## src/rtl/rst_seq_pkg.sv

```systemverilog
// Shared types and helpers for the reset sequencer: FSM states, cause codes, counter sizing.
package rst_seq_pkg;

    typedef enum logic [1:0] {
        ST_ASSERT  = 2'd0,
        ST_RELEASE = 2'd1,
        ST_DONE    = 2'd2
    } state_t;

    localparam int SRC_POR = 0;
    // Watchdog cause code is N_REQ + SRC_WDOG_OFS, just past the last requester code.
    localparam int SRC_WDOG_OFS = 1;

    function automatic int cnt_width(input int hold, input int gap, input int wdog);
        int m;
        m = hold;
        if (gap > m) m = gap;
        if (wdog > m) m = wdog;
        return $clog2(m + 1);
    endfunction

endpackage

```

## src/rtl/rr_arb.sv

```systemverilog
// N-way round-robin arbiter: search starts at ptr and wraps; combinational one-hot grant and index.
module rr_arb #(
    parameter int N  = 2,
    parameter int IW = (N > 1) ? $clog2(N) : 1
) (
    input  logic [N-1:0]  req,
    input  logic [IW-1:0] ptr,
    output logic [N-1:0]  gnt,
    output logic [IW-1:0] idx,
    output logic          vld
);

    int          j;
    logic [IW-1:0] j_idx;

    always_comb begin
        gnt   = '0;
        idx   = '0;
        vld   = 1'b0;
        j     = 0;
        j_idx = '0;
        for (int i = 0; i < N; i++) begin
            j = int'(ptr) + i;
            if (j >= N) j = j - N;
            j_idx = IW'(j);
            if (!vld && req[j_idx]) begin
                vld        = 1'b1;
                gnt[j_idx] = 1'b1;
                idx        = j_idx;
            end
        end
    end

endmodule

```

## src/rtl/rst_seq_ctrl.sv

```systemverilog
// Reset sequencer: holds all block resets, releases them in stage order, replays on soft-reset grant.
// Optional watchdog restart enabled by defining RST_SEQ_WDOG_EN (adds the wdog_kick port).
module rst_seq_ctrl
    import rst_seq_pkg::*;
#(
    parameter int N_STAGE  = 4,
    parameter int N_REQ    = 2,
    parameter int HOLD_CYC = 8,
    parameter int GAP_CYC  = 4,
    parameter int WDOG_CYC = 1024,
    parameter int SRC_W    = $clog2(N_REQ + 2)
) (
    input  logic               clk,
    input  logic               rst,
    input  logic [N_REQ-1:0]   sw_rst_req,
`ifdef RST_SEQ_WDOG_EN
    input  logic               wdog_kick,
`endif
    output logic [N_REQ-1:0]   req_ack,
    output logic [N_STAGE-1:0] blk_rst,
    output logic               rst_done,
    output logic               busy,
    output logic [SRC_W-1:0]   src_id
);

    localparam int CW = cnt_width(HOLD_CYC, GAP_CYC, WDOG_CYC);
    localparam int SW = (N_STAGE > 1) ? $clog2(N_STAGE) : 1;
    localparam int PW = (N_REQ > 1) ? $clog2(N_REQ) : 1;

    if (HOLD_CYC < 1 || GAP_CYC < 1 || N_STAGE < 1 || N_REQ < 1) begin : g_param_check
        $error("rst_seq_ctrl: HOLD_CYC, GAP_CYC, N_STAGE and N_REQ must all be >= 1");
    end

    state_t             state, state_n;
    logic [CW-1:0]      cnt, cnt_n;
    logic [SW-1:0]      stage, stage_n;
    logic [PW-1:0]      ptr, ptr_n;
    logic [N_STAGE-1:0] blk_n;
    logic               done_n;
    logic [N_REQ-1:0]   ack_n;
    logic [SRC_W-1:0]   src_n;

    logic [N_REQ-1:0]   gnt;
    logic [PW-1:0]      gnt_idx;
    logic               gnt_vld;

    rr_arb #(.N(N_REQ), .IW(PW)) u_arb (
        .req (sw_rst_req),
        .ptr (ptr),
        .gnt (gnt),
        .idx (gnt_idx),
        .vld (gnt_vld)
    );

    always_comb begin
        state_n = state;
        cnt_n   = (cnt == '1) ? cnt : cnt + 1'b1;
        stage_n = stage;
        ptr_n   = ptr;
        blk_n   = blk_rst;
        done_n  = rst_done;
        ack_n   = '0;
        src_n   = src_id;
        case (state)
            ST_ASSERT: begin
                blk_n  = '1;
                done_n = 1'b0;
                if (cnt >= CW'(HOLD_CYC - 1)) begin
                    state_n  = ST_RELEASE;
                    cnt_n    = '0;
                    stage_n  = '0;
                    blk_n[0] = 1'b0;
                end
            end
            ST_RELEASE: begin
                if (cnt >= CW'(GAP_CYC - 1)) begin
                    cnt_n = '0;
                    if (int'(stage) == N_STAGE - 1) begin
                        state_n = ST_DONE;
                        done_n  = 1'b1;
                    end else begin
                        stage_n        = stage + 1'b1;
                        blk_n[stage_n] = 1'b0;
                    end
                end
            end
            ST_DONE: begin
                if (gnt_vld) begin
                    state_n = ST_ASSERT;
                    cnt_n   = '0;
                    blk_n   = '1;
                    done_n  = 1'b0;
                    ack_n   = gnt;
                    src_n   = SRC_W'(gnt_idx) + SRC_W'(1);
                    ptr_n   = (int'(gnt_idx) == N_REQ - 1) ? '0 : gnt_idx + 1'b1;
`ifdef RST_SEQ_WDOG_EN
                end else if (wdog_kick) begin
                    cnt_n = '0;
                end else if (cnt >= CW'(WDOG_CYC - 1)) begin
                    state_n = ST_ASSERT;
                    cnt_n   = '0;
                    blk_n   = '1;
                    done_n  = 1'b0;
                    src_n   = SRC_W'(N_REQ + SRC_WDOG_OFS);
                end
`else
                end else begin
                    cnt_n = '0;
                end
`endif
            end
            default: begin
                state_n = ST_ASSERT;
                cnt_n   = '0;
                blk_n   = '1;
                done_n  = 1'b0;
            end
        endcase
    end

    always_ff @(posedge clk) begin
        if (rst) begin
            state    <= ST_ASSERT;
            cnt      <= '0;
            stage    <= '0;
            ptr      <= '0;
            blk_rst  <= '1;
            rst_done <= 1'b0;
            busy     <= 1'b1;
            req_ack  <= '0;
            src_id   <= SRC_W'(SRC_POR);
        end else begin
            state    <= state_n;
            cnt      <= cnt_n;
            stage    <= stage_n;
            ptr      <= ptr_n;
            blk_rst  <= blk_n;
            rst_done <= done_n;
            busy     <= !done_n;
            req_ack  <= ack_n;
            src_id   <= src_n;
        end
    end

endmodule

```

## config.mk

```make
export PLATFORM = sky130hd
export DESIGN_NAME = rst_seq_ctrl
export DESIGN_NICKNAME = d
export VERILOG_FILES = /design/src/rtl/rst_seq_pkg.sv /design/src/rtl/rr_arb.sv /design/src/rtl/rst_seq_ctrl.sv
export SDC_FILE = /design/constraint.sdc
export NUM_CORES = 1
export LEC_CHECK = 0
export CORE_MARGIN = 3
export CORE_UTILIZATION = 53
export DETAILED_ROUTE_END_ITERATION = 8
export GPL_ROUTABILITY_DRIVEN = 0
export PLACE_DENSITY = 0.77
export SETUP_SLACK_MARGIN = 0.02
export SYNTH_ARGS = -nofsm -noshare
export SYNTH_HDL_FRONTEND = slang
export SYNTH_SLANG_ARGS = --single-unit
```

## constraint.sdc

```tcl
create_clock -name clk -period 2.2 [get_ports clk]
set_input_delay 0.22 -clock clk [delete_from_list [all_inputs] [get_ports clk]]
set_output_delay 0.22 -clock clk [all_outputs]
set_load 0.01 [all_outputs]
```

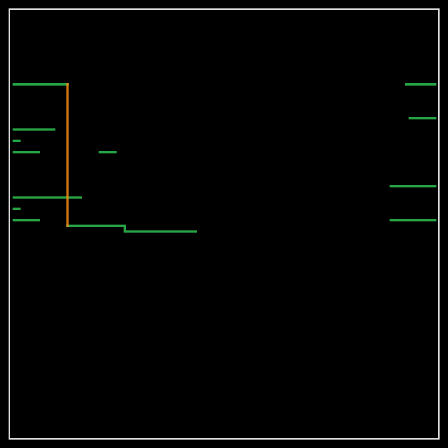
**Above:** run 1 (signal wires by layer).
Only two layers are drawn.
green -> met3  # wire length 61.6 µm
orange -> met4  # wire length 17.0 µm

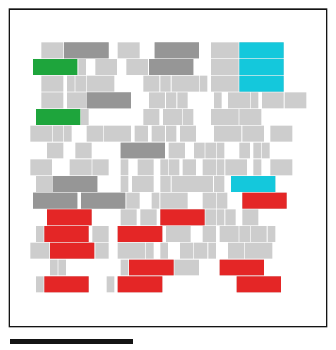
**Above:** run 1 (sequential cells coloured by netlist name).
The bar under the picture is 20 µm long.
cyan -> `blk_rst`  # flops 4, where upper right
green -> `src_id`  # flops 2
red -> `cnt`  # flops 11
not coloured = 8

==> results.cfg, run 1 <==
; implementation run metrics
[routing]
antenna_left = 0
wl_met3_um = 61
drc_errors = 0

[power_and_ir_drop]
switchingPower_uw = 363.8
peakVddDrop_mv = 0.6625
switching_share_pct = 33.36
p_leak_uw = 0.0005321

[clock_network]
cts_tree = built
clkSlewWorstSetupHoldPaths_ns = 0.14
cts_sinks = 25
clockRootBuffer = clkbuf_4

[logic_synthesis]
ys_sh_adder_pct = 10.30
edf_count = 0
synthMuxAreaShare_pct = 0.9153
top_cells_by_area = dfxtp_1 46%, ha_1 10%, a21oi_1 4.6%
common_cells = 25 x dfxtp_1, 10 x a21oi_1, 9 x ha_1, 9 x inv_1, 7 x nand2_1
logic_family = AND-OR/OR-AND gates

[setup_path]
required_ns = 2.42
critPathSlowestCell = a211oi_1
path_delay_family = AND-OR/OR-AND gates
start_kind = flip-flop
end_kind = flip-flop

[global_routing]
grt_use_met2_pct = 29.24
antenna_found_initial = 0

[cells_and_area]
top_regs = cnt: 11 flops, blk_rst: 4 flops
largest_reg_flops = 11

[final_timing]
hold_ws_ns = 0.4963
slew_viol_final = 0

[placed_design]
numPlacedInstances = 153
place_ws_ns = 0.2183

[hold_path]
min_path_type = flip-flop to flip-flop

[run_status]
status = finished clean

[flow_run]
warnings = 32
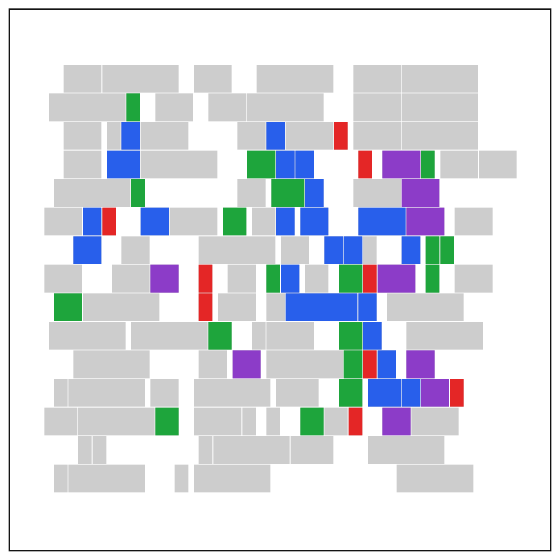
**Above:** run 1 (gate families picked out).
blue -> inverting AOI/OAI gates  # cells 22
purple -> AND-OR and OR-AND gates  # cells 9
red -> inverters  # cells 9
green -> NAND gates  # cells 18

run 1: final cells by class:
type | instances | area [µm²] | share of cell area (%)
Multi-Input combinational cell | 80 | 569.3 | 43.71
Sequential cell | 25 | 500.5 | 38.42
Timing Repair Buffer | 14 | 137.6 | 10.57
Inverter | 9 | 33.78 | 2.594
Tap cell | 25 | 31.28 | 2.402
Clock buffer | 3 | 22.52 | 1.729
Clock inverter | 1 | 7.507 | 0.5764
run 1: final timing paths:
| path | startpoint | endpoint | slack [ns] | cells past startpoint |
|---|---|---|---|---|
| setup reg to reg | state[0] | blk_rst[0] | 0.22 | 6 |
| hold / removal | src_id[1] | src_id[1] | 0.50 | 2 |
| setup / recovery | state[0] | blk_rst[0] | 0.22 | 6 |
| hold reg to reg | src_id[1] | src_id[1] | 0.50 | 2 |
## Run 2: what changed since run 1
TNS_END_PERCENT = 30   (was unset)
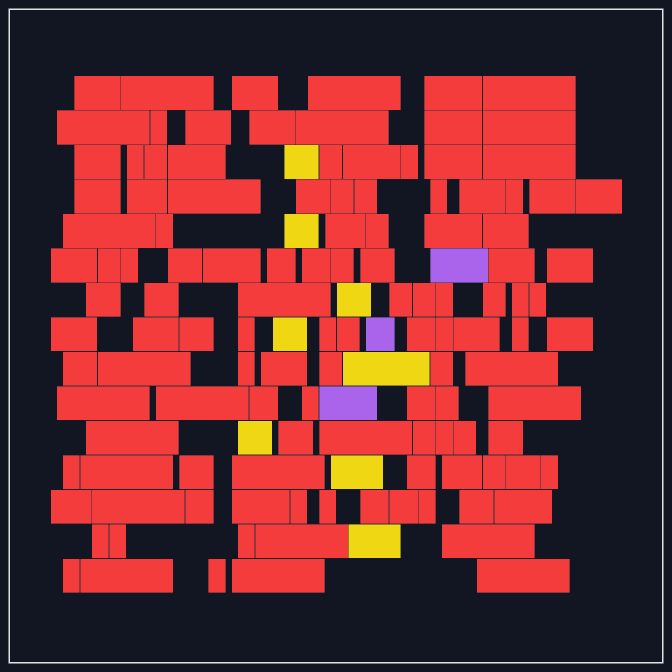
**Above:** run 2 (sizing map).
yellow -> drive 3 to 4  # cells 8, share 6.1%
red -> drive 1 or less  # cells 121, share 92%
purple -> drive 2  # cells 3, share 2.3%

==> results.cfg, run 2 <==
; implementation run metrics
[logic_synthesis]
common_cells = 25 x dfxtp_1, 10 x a21oi_1, 9 x ha_1, 9 x inv_1, 7 x nand2_1
edf_count = 0
top_cells_by_area = dfxtp_1 46%, ha_1 10%, a21oi_1 4.6%
synthMuxAreaShare_pct = 0.9153

[setup_path]
start_kind = flip-flop
cp_num_cells = 6
path_delay_family = AND-OR/OR-AND gates
rr_worst_depth = 6
required_ns = 2.42

[cells_and_area]
buf_share_pct = 10.57
regArea_um2 = 500.5
top_regs = cnt: 11 flops, blk_rst: 4 flops
seq_cells = 25
comb_cells = 80
largest_reg_flops = 11
comb_share_pct = 43.71
clkbuf_count = 3

[placed_design]
place_ws_ns = 0.2183
numPlacedInstances = 153

[flow_run]
warnings = 32

[hold_path]
hold_path_depth = 2
min_path_type = flip-flop to flip-flop

[routing]
drc_errors = 0
antenna_left = 0

[clock_network]
clockRootBuffer = clkbuf_4
cts_sinks = 25
cts_tree = built
clkSlewWorstSetupHoldPaths_ns = 0.14

[run_status]
status = finished clean

[die]
taps = 25

[power_and_ir_drop]
peakVddDrop_mv = 0.6625

[global_routing]
antenna_found_initial = 0
-- run 2: cell counts after synthesis --
No cell type changed its count.
-- run 2: final timing paths --
kind / startpoint / slack, ns / endpoint
setup reg to reg: state[0] / 0.22 / blk_rst[0]
hold reg to reg: src_id[1] / 0.50 / src_id[1]
setup / recovery: state[0] / 0.22 / blk_rst[0]
hold / removal: src_id[1] / 0.50 / src_id[1]
-- run 2: power breakdown --
part           internal (µW)  total, µW  switching (µW)  leakage (µW)
Clock                   69.3        205             136     0.0000139
Combinational            155        347             192      0.000312
Sequential               502        538            35.9      0.000206
-- run 2: layer usage --
metal | vias to the layer above | share of wire, % | global-route usage [%]
li1 | 422 | - | -
met1 | 377 | 46 | 21.16
met2 | 13 | 49 | 29.24
met3 | 2 | 3.2 | 3.790
met4 | 0 | 0.90 | 6.550
met5 | - | 0 | 0
Power is estimated from default activity; no workload was simulated.
